==> config.mk <==
export PLATFORM = sky130hd
export DESIGN_NAME = seg_disp_sched_flat
export DESIGN_NICKNAME = d
export VERILOG_FILES = /design/src/rtl/seg_disp_sched_pkg.sv /design/src/rtl/seg_disp_sched_if.sv /design/src/rtl/seg_disp_sched_rr_arb4.sv /design/src/rtl/seg_disp_sched.sv /design/src/flat_wrapper.sv
export SDC_FILE = /design/constraint.sdc
export NUM_CORES = 1
export LEC_CHECK = 0
export ABC_AREA = 0
export CORE_UTILIZATION = 30
export CTS_CLUSTER_DIAMETER = 30
export DETAILED_ROUTE_END_ITERATION = 16
export GPL_ROUTABILITY_DRIVEN = 0
export PLACE_DENSITY = 0.72
export SETUP_SLACK_MARGIN = 0.15
export SYNTH_ARGS = -nofsm -noshare
export SYNTH_HDL_FRONTEND = slang
export SYNTH_SLANG_ARGS = --single-unit
==> constraint.sdc <==
create_clock -name clk -period 8.5 [get_ports clk]
set_input_delay 2.55 -clock clk [delete_from_list [all_inputs] [get_ports clk]]
set_output_delay 2.55 -clock clk [all_outputs]
set_load 0.02 [all_outputs]
==> src/rtl/seg_disp_sched_pkg.sv <==
// seg_disp_pkg: shared constants and types for the 7-segment display scheduler.
//   NREQ     - number of display requesters
//   DATA_W   - width of one display frame
//   state_e  - scheduler FSM states
//   MODE_*   - disp_mode encodings understood by the segment driver
package seg_disp_pkg;

    localparam int NREQ   = 4;
    localparam int DATA_W = 64;

    typedef enum logic {
        IDLE = 1'b0,
        SHOW = 1'b1
    } state_e;

    localparam logic MODE_HEX = 1'b0;   // low 32 bits shown as 8 hex digits
    localparam logic MODE_RAW = 1'b1;   // 8 raw segment bytes

endpackage

==> src/rtl/seg_disp_sched_if.sv <==
// seg_disp_sched_if: requester-side frame handshake.
//   req_valid[i]  - requester i has a frame pending (held until accepted)
//   req_data      - frames, requester i in bits [DATA_W*i +: DATA_W]
//   req_mode[i]   - display mode of requester i's frame
//   req_ready[i]  - one-hot accept strobe from the scheduler
// master: requester side; slave: scheduler side.
interface seg_disp_sched_if #(
    parameter int NREQ   = seg_disp_pkg::NREQ,
    parameter int DATA_W = seg_disp_pkg::DATA_W
);
    logic [NREQ-1:0]        req_valid;
    logic [NREQ*DATA_W-1:0] req_data;
    logic [NREQ-1:0]        req_mode;
    logic [NREQ-1:0]        req_ready;

    modport master (output req_valid, req_data, req_mode, input  req_ready);
    modport slave  (input  req_valid, req_data, req_mode, output req_ready);
endinterface

==> src/rtl/seg_disp_sched_rr_arb4.sv <==
// rr_arb4: 4-way round-robin pick, purely combinational.
//   req[3:0]       - requesting lanes
//   last[1:0]      - previous winner; search starts at last+1 (mod 4)
//   grant[3:0]     - one-hot winner (zero when nothing requests)
//   grant_idx[1:0] - binary index of the winner
//   any            - at least one request present
module rr_arb4 (
    input  logic [3:0] req,
    input  logic [1:0] last,
    output logic [3:0] grant,
    output logic [1:0] grant_idx,
    output logic       any
);
    logic [1:0] idx;

    always_comb begin
        grant     = '0;
        grant_idx = '0;
        any       = 1'b0;
        idx       = '0;
        // 2-bit wraparound on idx gives the mod-4 rotation for free
        for (int k = 1; k <= 4; k++) begin
            idx = last + 2'(k);
            if (!any && req[idx]) begin
                any       = 1'b1;
                grant_idx = idx;
            end
        end
        if (any) grant = 4'b0001 << grant_idx;
    end
endmodule

==> src/rtl/seg_disp_sched.sv <==
// seg_disp_sched: picks one of NREQ requesters round-robin and holds its frame
// on the 7-segment driver for at least dwell_cycles clocks. Requester 0 is
// urgent and may cut into another requester's dwell.
//   clk, rstn     - clock, async active-low reset
//   rq            - requester handshake (slave side)
//   dwell_cycles  - hold time, sampled at accept (0 behaves as 1)
//   disp_data     - registered frame to the segment driver
//   disp_mode     - registered mode (MODE_HEX / MODE_RAW)
//   disp_owner    - registered index of the requester being shown
//   busy          - registered, high while in SHOW
module seg_disp_sched
    import seg_disp_pkg::*;
#(
    parameter int NREQ    = 4,
    parameter int DWELL_W = 24
) (
    input  logic               clk,
    input  logic               rstn,
    seg_disp_sched_if.slave    rq,
    input  logic [DWELL_W-1:0] dwell_cycles,
    output logic [DATA_W-1:0]  disp_data,
    output logic               disp_mode,
    output logic [1:0]         disp_owner,
    output logic               busy
);
    localparam logic [DWELL_W-1:0] CNT_ONE = DWELL_W'(1);

    state_e             state_q, state_d;
    logic [DWELL_W-1:0] cnt_q;
    logic [1:0]         last_q;

    logic [3:0]         arb_grant;
    logic [1:0]         arb_idx;
    logic               arb_any;

    logic [NREQ-1:0]    ready_c;
    logic [1:0]         take_idx;
    logic               take;

    rr_arb4 u_arb (
        .req       (rq.req_valid),
        .last      (last_q),
        .grant     (arb_grant),
        .grant_idx (arb_idx),
        .any       (arb_any)
    );

    // Accept decision. Gated by rstn so nothing is accepted while in reset.
    always_comb begin
        ready_c  = '0;
        take_idx = '0;
        if (rstn) begin
            if (state_q == IDLE) begin
                if (arb_any) begin
                    ready_c  = arb_grant;
                    take_idx = arb_idx;
                end
            end else if (rq.req_valid[0] && disp_owner != 2'd0) begin
                // urgent requester 0 preempts anyone else's dwell
                ready_c  = NREQ'(1);
                take_idx = 2'd0;
            end
        end
        take = |ready_c;
    end

    assign rq.req_ready = ready_c;

    // Next state: a transfer always lands in SHOW, which also covers a
    // preemption on the same cycle the dwell would have expired.
    always_comb begin
        state_d = state_q;
        if (take)
            state_d = SHOW;
        else if (state_q == SHOW && cnt_q == CNT_ONE)
            state_d = IDLE;
    end

    always_ff @(posedge clk or negedge rstn) begin
        if (!rstn) state_q <= IDLE;
        else       state_q <= state_d;
    end

    always_ff @(posedge clk or negedge rstn) begin
        if (!rstn) begin
            disp_data  <= '0;
            disp_mode  <= MODE_HEX;
            disp_owner <= 2'd0;
            busy       <= 1'b0;
            cnt_q      <= '0;
            last_q     <= 2'd3;     // requester 0 wins first
        end else begin
            busy <= (state_d == SHOW);
            if (take) begin
                disp_data  <= rq.req_data[int'(take_idx)*DATA_W +: DATA_W];
                disp_mode  <= rq.req_mode[take_idx];
                disp_owner <= take_idx;
                last_q     <= take_idx;
                cnt_q      <= (dwell_cycles == '0) ? CNT_ONE : dwell_cycles;
            end else if (state_q == SHOW) begin
                cnt_q <= cnt_q - CNT_ONE;
            end
        end
    end
endmodule

==> src/flat_wrapper.sv <==
// flat-port wrapper written by rule: the top's interface ports become plain ports
module seg_disp_sched_flat import seg_disp_pkg::*;
#(
    parameter int NREQ    = 4,
    parameter int DWELL_W = 24
)
  (clk, rstn, dwell_cycles, disp_data, disp_mode, disp_owner, busy, rq_req_valid, rq_req_data, rq_req_mode, rq_req_ready);
  seg_disp_sched_if #(.NREQ(NREQ)) rq_i ();
  input  logic clk;
  input  logic rstn;
  input  logic [DWELL_W-1:0] dwell_cycles;
  output logic [DATA_W-1:0] disp_data;
  output logic disp_mode;
  output logic [1:0] disp_owner;
  output logic busy;
  input wire logic [$bits(rq_i.req_valid)-1:0] rq_req_valid;
  input wire logic [$bits(rq_i.req_data)-1:0] rq_req_data;
  input wire logic [$bits(rq_i.req_mode)-1:0] rq_req_mode;
  output wire logic [$bits(rq_i.req_ready)-1:0] rq_req_ready;
  assign rq_i.req_valid = rq_req_valid;
  assign rq_i.req_data = rq_req_data;
  assign rq_i.req_mode = rq_req_mode;
  assign rq_req_ready = rq_i.req_ready;
  seg_disp_sched #(.NREQ(NREQ), .DWELL_W(DWELL_W)) u_core (.clk(clk), .rstn(rstn), .rq(rq_i), .dwell_cycles(dwell_cycles), .disp_data(disp_data), .disp_mode(disp_mode), .disp_owner(disp_owner), .busy(busy));
endmodule
Floorplan with the power grid:
Pins as bars on the die edge. Tap cells in grey.
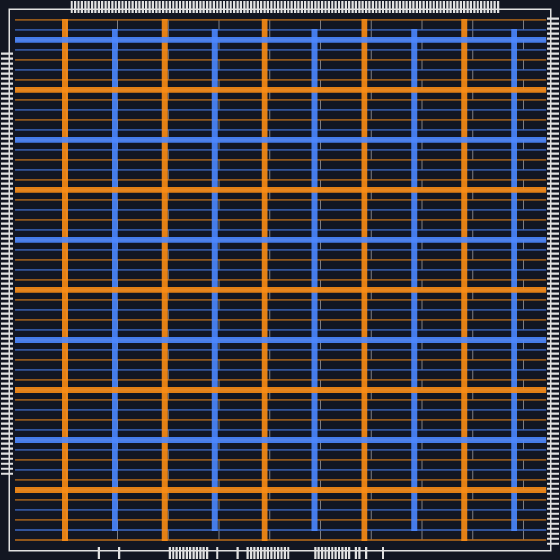
- VDD: blue
- VSS: orange
- signal pins: 362
- met1 rails: 53
- met4 straps: 10

Metal 2:
The bar under the picture is 50 um long.
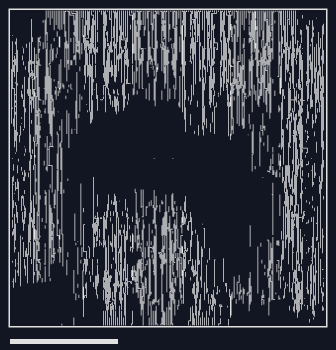
- share of all routed wire: 50%
- wire length on this layer: 11500 um
- nets with wire on the layer: 1053
- main direction: vertical

==> out/README.md <==
| Quantity | This run |
| --- | --- |
| Die width | 146.8 um |
| Mapped Avg Cell Area | 9.942 sq um |
| Vert. Die Dim | 146.8 um |
| Cell Area, Placed | 10090 sq um |
| Core outline area | 20430 sq um |
| Maximum number of pins on one net before global-route repair | 109 |
| Maximum clock rate | 133.6 MHz |
| Total of endpoints with negative setup slack in the final report | 0 |
| Chip area | 21560 sq um |
| Total number of warnings across the stage logs | 29 |
| Arrival time of the worst setup path | 4.93 ns |
| Netlist area before placement | 6294 sq um |
| Flip-flop count of the largest register after layout | 64 |
| Class of the most critical setup path | in2out |
| Number of synthesized register bits | 94 |
| Post-detailed-placement half-perimeter wirelength | 16880 um |
| Clock power frac | 18.0% |
| Wirelength per Cell | 18.55 um |
| Leading cell types in the layout, fill and taps excluded | 360 x sky130_fd_sc_hd__clkdlybuf4s50_1, 92 x sky130_fd_sc_hd__dfrtp_1, 67 x sky130_fd_sc_hd__inv_1 |
| Critical Path Max Stage Delay | 0.63 ns |
| Total power divided by cell area | 237.3 nW/um^2 |
| Capture point of the worst reg-to-reg path | u_core.disp_data[33]$_DFFE_PN0P_ |
| Clock buffer count from CTS | 9 |
| Highest fanout seen on the critical path | 31 |
| Most flop-heavy register | u_core.disp_data |
| Most numerous logic cell after layout | sky130_fd_sc_hd__clkdlybuf4s50_1 |
| Net count after synthesis | 925 |
| Syn-to-layout area delta | 65.49% |
| H-tree depth | 3 |
| RSZ-0062 raised after global routing | no |
| Kind of launch point of the worst setup path | input pin |
| Detailed router's first-iteration violation count | 249 |
| Proportion of power drawn by combinational gates | 49.1% |
| Largest registers | u_core.disp_data: 64 flops, u_core.cnt_q: 24 flops |
| Total of cells resized after clock tree synthesis | 0 |
| Post-synthesis share of cell area spent on and-or and or-and gates | 32.19% |
| Buffers plus inverters on the worst setup path | 3 |
| Simple-gate portion of the synthesized area | 8.231% |
| Worst supply voltage drop on vdd | 0.1267 mV |
| Post CTS Setup Buffer Count | 0 |
| Number of ports placed on the die boundary | 362 |
| Fraction of the cycle the final worst path needs | 88.06% |
| Number of library cell types mapped by synthesis | 51 |
| CTS root buf | sky130_fd_sc_hd__clkbuf_16 |
| Sw Ratio | 35.16% |
| Sequential share of the synthesized area | 37.42% |
| Count of standard-cell rows | 52 |
| Clk Latency, worst-skew pair | 0.35 ns |
| Cell accounting for the most synthesized area | sky130_fd_sc_hd__dfrtp_1 |
| Finished layout cell area | 10420 sq um |
| Portion of netlist area occupied by mux cells | 10.34% |
| Post-DR vias/cell | 5.239 |
| Tightest Hold Check Type | reg2reg |
| Number of cells on the worst reg-to-reg path | 5 |
| Total inserted antenna cells | 0 |
| Number of failing hold endpoints at the final stage | 0 |
| Result of the run | completed |
| Register clock-pin slew on the reported worst setup and hold paths | 0.07 ns |
| Type of element capturing the critical path | primary output |
| Most frequent cell after synthesis | sky130_fd_sc_hd__dfrtp_1 |
| Main flop type after synthesis | sky130_fd_sc_hd__dfrtp_1 |
| Total Routing Usage GR | 21.00% |
| Max-area cell share | 36.58% |
| Final wirelength | 22870 um |
| Number of cells on the worst hold path | 1 |
| Power dissipated by switching net loads | 869.1 uW |
| Final sum of negative setup slack | 0 ns |
| Global-route track usage on met1 | 25.61% |
| Starting density of the core | 30.81% |
| Start point of the worst min-delay path | u_core.last_q[0]$_DFFE_PN1P_ |
| Global-route met3 utilization | 4.969% |
| Ratio of cells with drive above 1 in the final layout | 4.361% |
| Period minus WS final | 7.485 ns |
| Cell with the largest stage delay on the worst path | sky130_fd_sc_hd__clkdlybuf4s50_1 |
| Biggest combinational cell group after synthesis | AND-OR/OR-AND gates |
| Clk_skew | 0.008952 ns |
| Iteration tally of the first detailed-router pass | 5 |
| Number of pins with negative max-slew slack in the final report | 0 |
| Register area | 2355 sq um |
through the flow:
step                      total power, mW  hold slack [ns]
after floorplan                     1.439           0.5053
after global placement              2.016           0.5187
after detailed placement            2.038           0.5266
after CTS                           2.499           0.5369
after global routing                2.616           0.5497
final                               2.472           0.5396
worst max path at each step:
stage,from,endpoint,slack (ns),depth (start not counted)
floorplan,rq_req_valid[2],rq_req_ready[1],1.95,7
global placement,rq_req_valid[0],rq_req_ready[3],1.02,7
detailed placement,rq_req_valid[0],rq_req_ready[3],1.03,7
CTS,rq_req_valid[0],rq_req_ready[3],1.01,7
global route,rq_req_valid[0],rq_req_ready[3],0.92,7
finish,rq_req_valid[0],rq_req_ready[3],1.02,7
layout make-up:
class	count	share of cell area, %
tap	270	3.244
multi-input combinational	414	33.16
sequential	94	22.61
timing repair buffer	372	35.46
inverter	67	2.415
clock inverter	5	0.7809
clock buffer	11	2.331
routing by layer:
| layer | up-vias | share of wire, % |
|---|---|---|
| li1 | 3077 | - |
| met1 | 3089 | 41 |
| met2 | 271 | 50 |
| met3 | 23 | 7.6 |
| met4 | 0 | 1.4 |
| met5 | - | 0 |
logic make-up after synthesis:
| group | Yosys count |
|---|---|
| simple gates | 91 |
| compound gates | 234 |
| mux | 65 |
| buf+inv | 125 |
| fa+ha+maj | 2 |
| xor+xnor | 22 |
| flops | 94 |
power by group through the flow:
stage | Clock (mW) | Combinational (mW) | Sequential [mW]
after global placement | 0 | 1.21 | 0.811
after global routing | 0.480 | 1.30 | 0.840
final | 0.446 | 1.21 | 0.812
after floorplan | 0 | 0.448 | 0.991
after CTS | 0.463 | 1.23 | 0.811
after detailed placement | 0 | 1.22 | 0.818
Power and IR drop assume default switching activity.
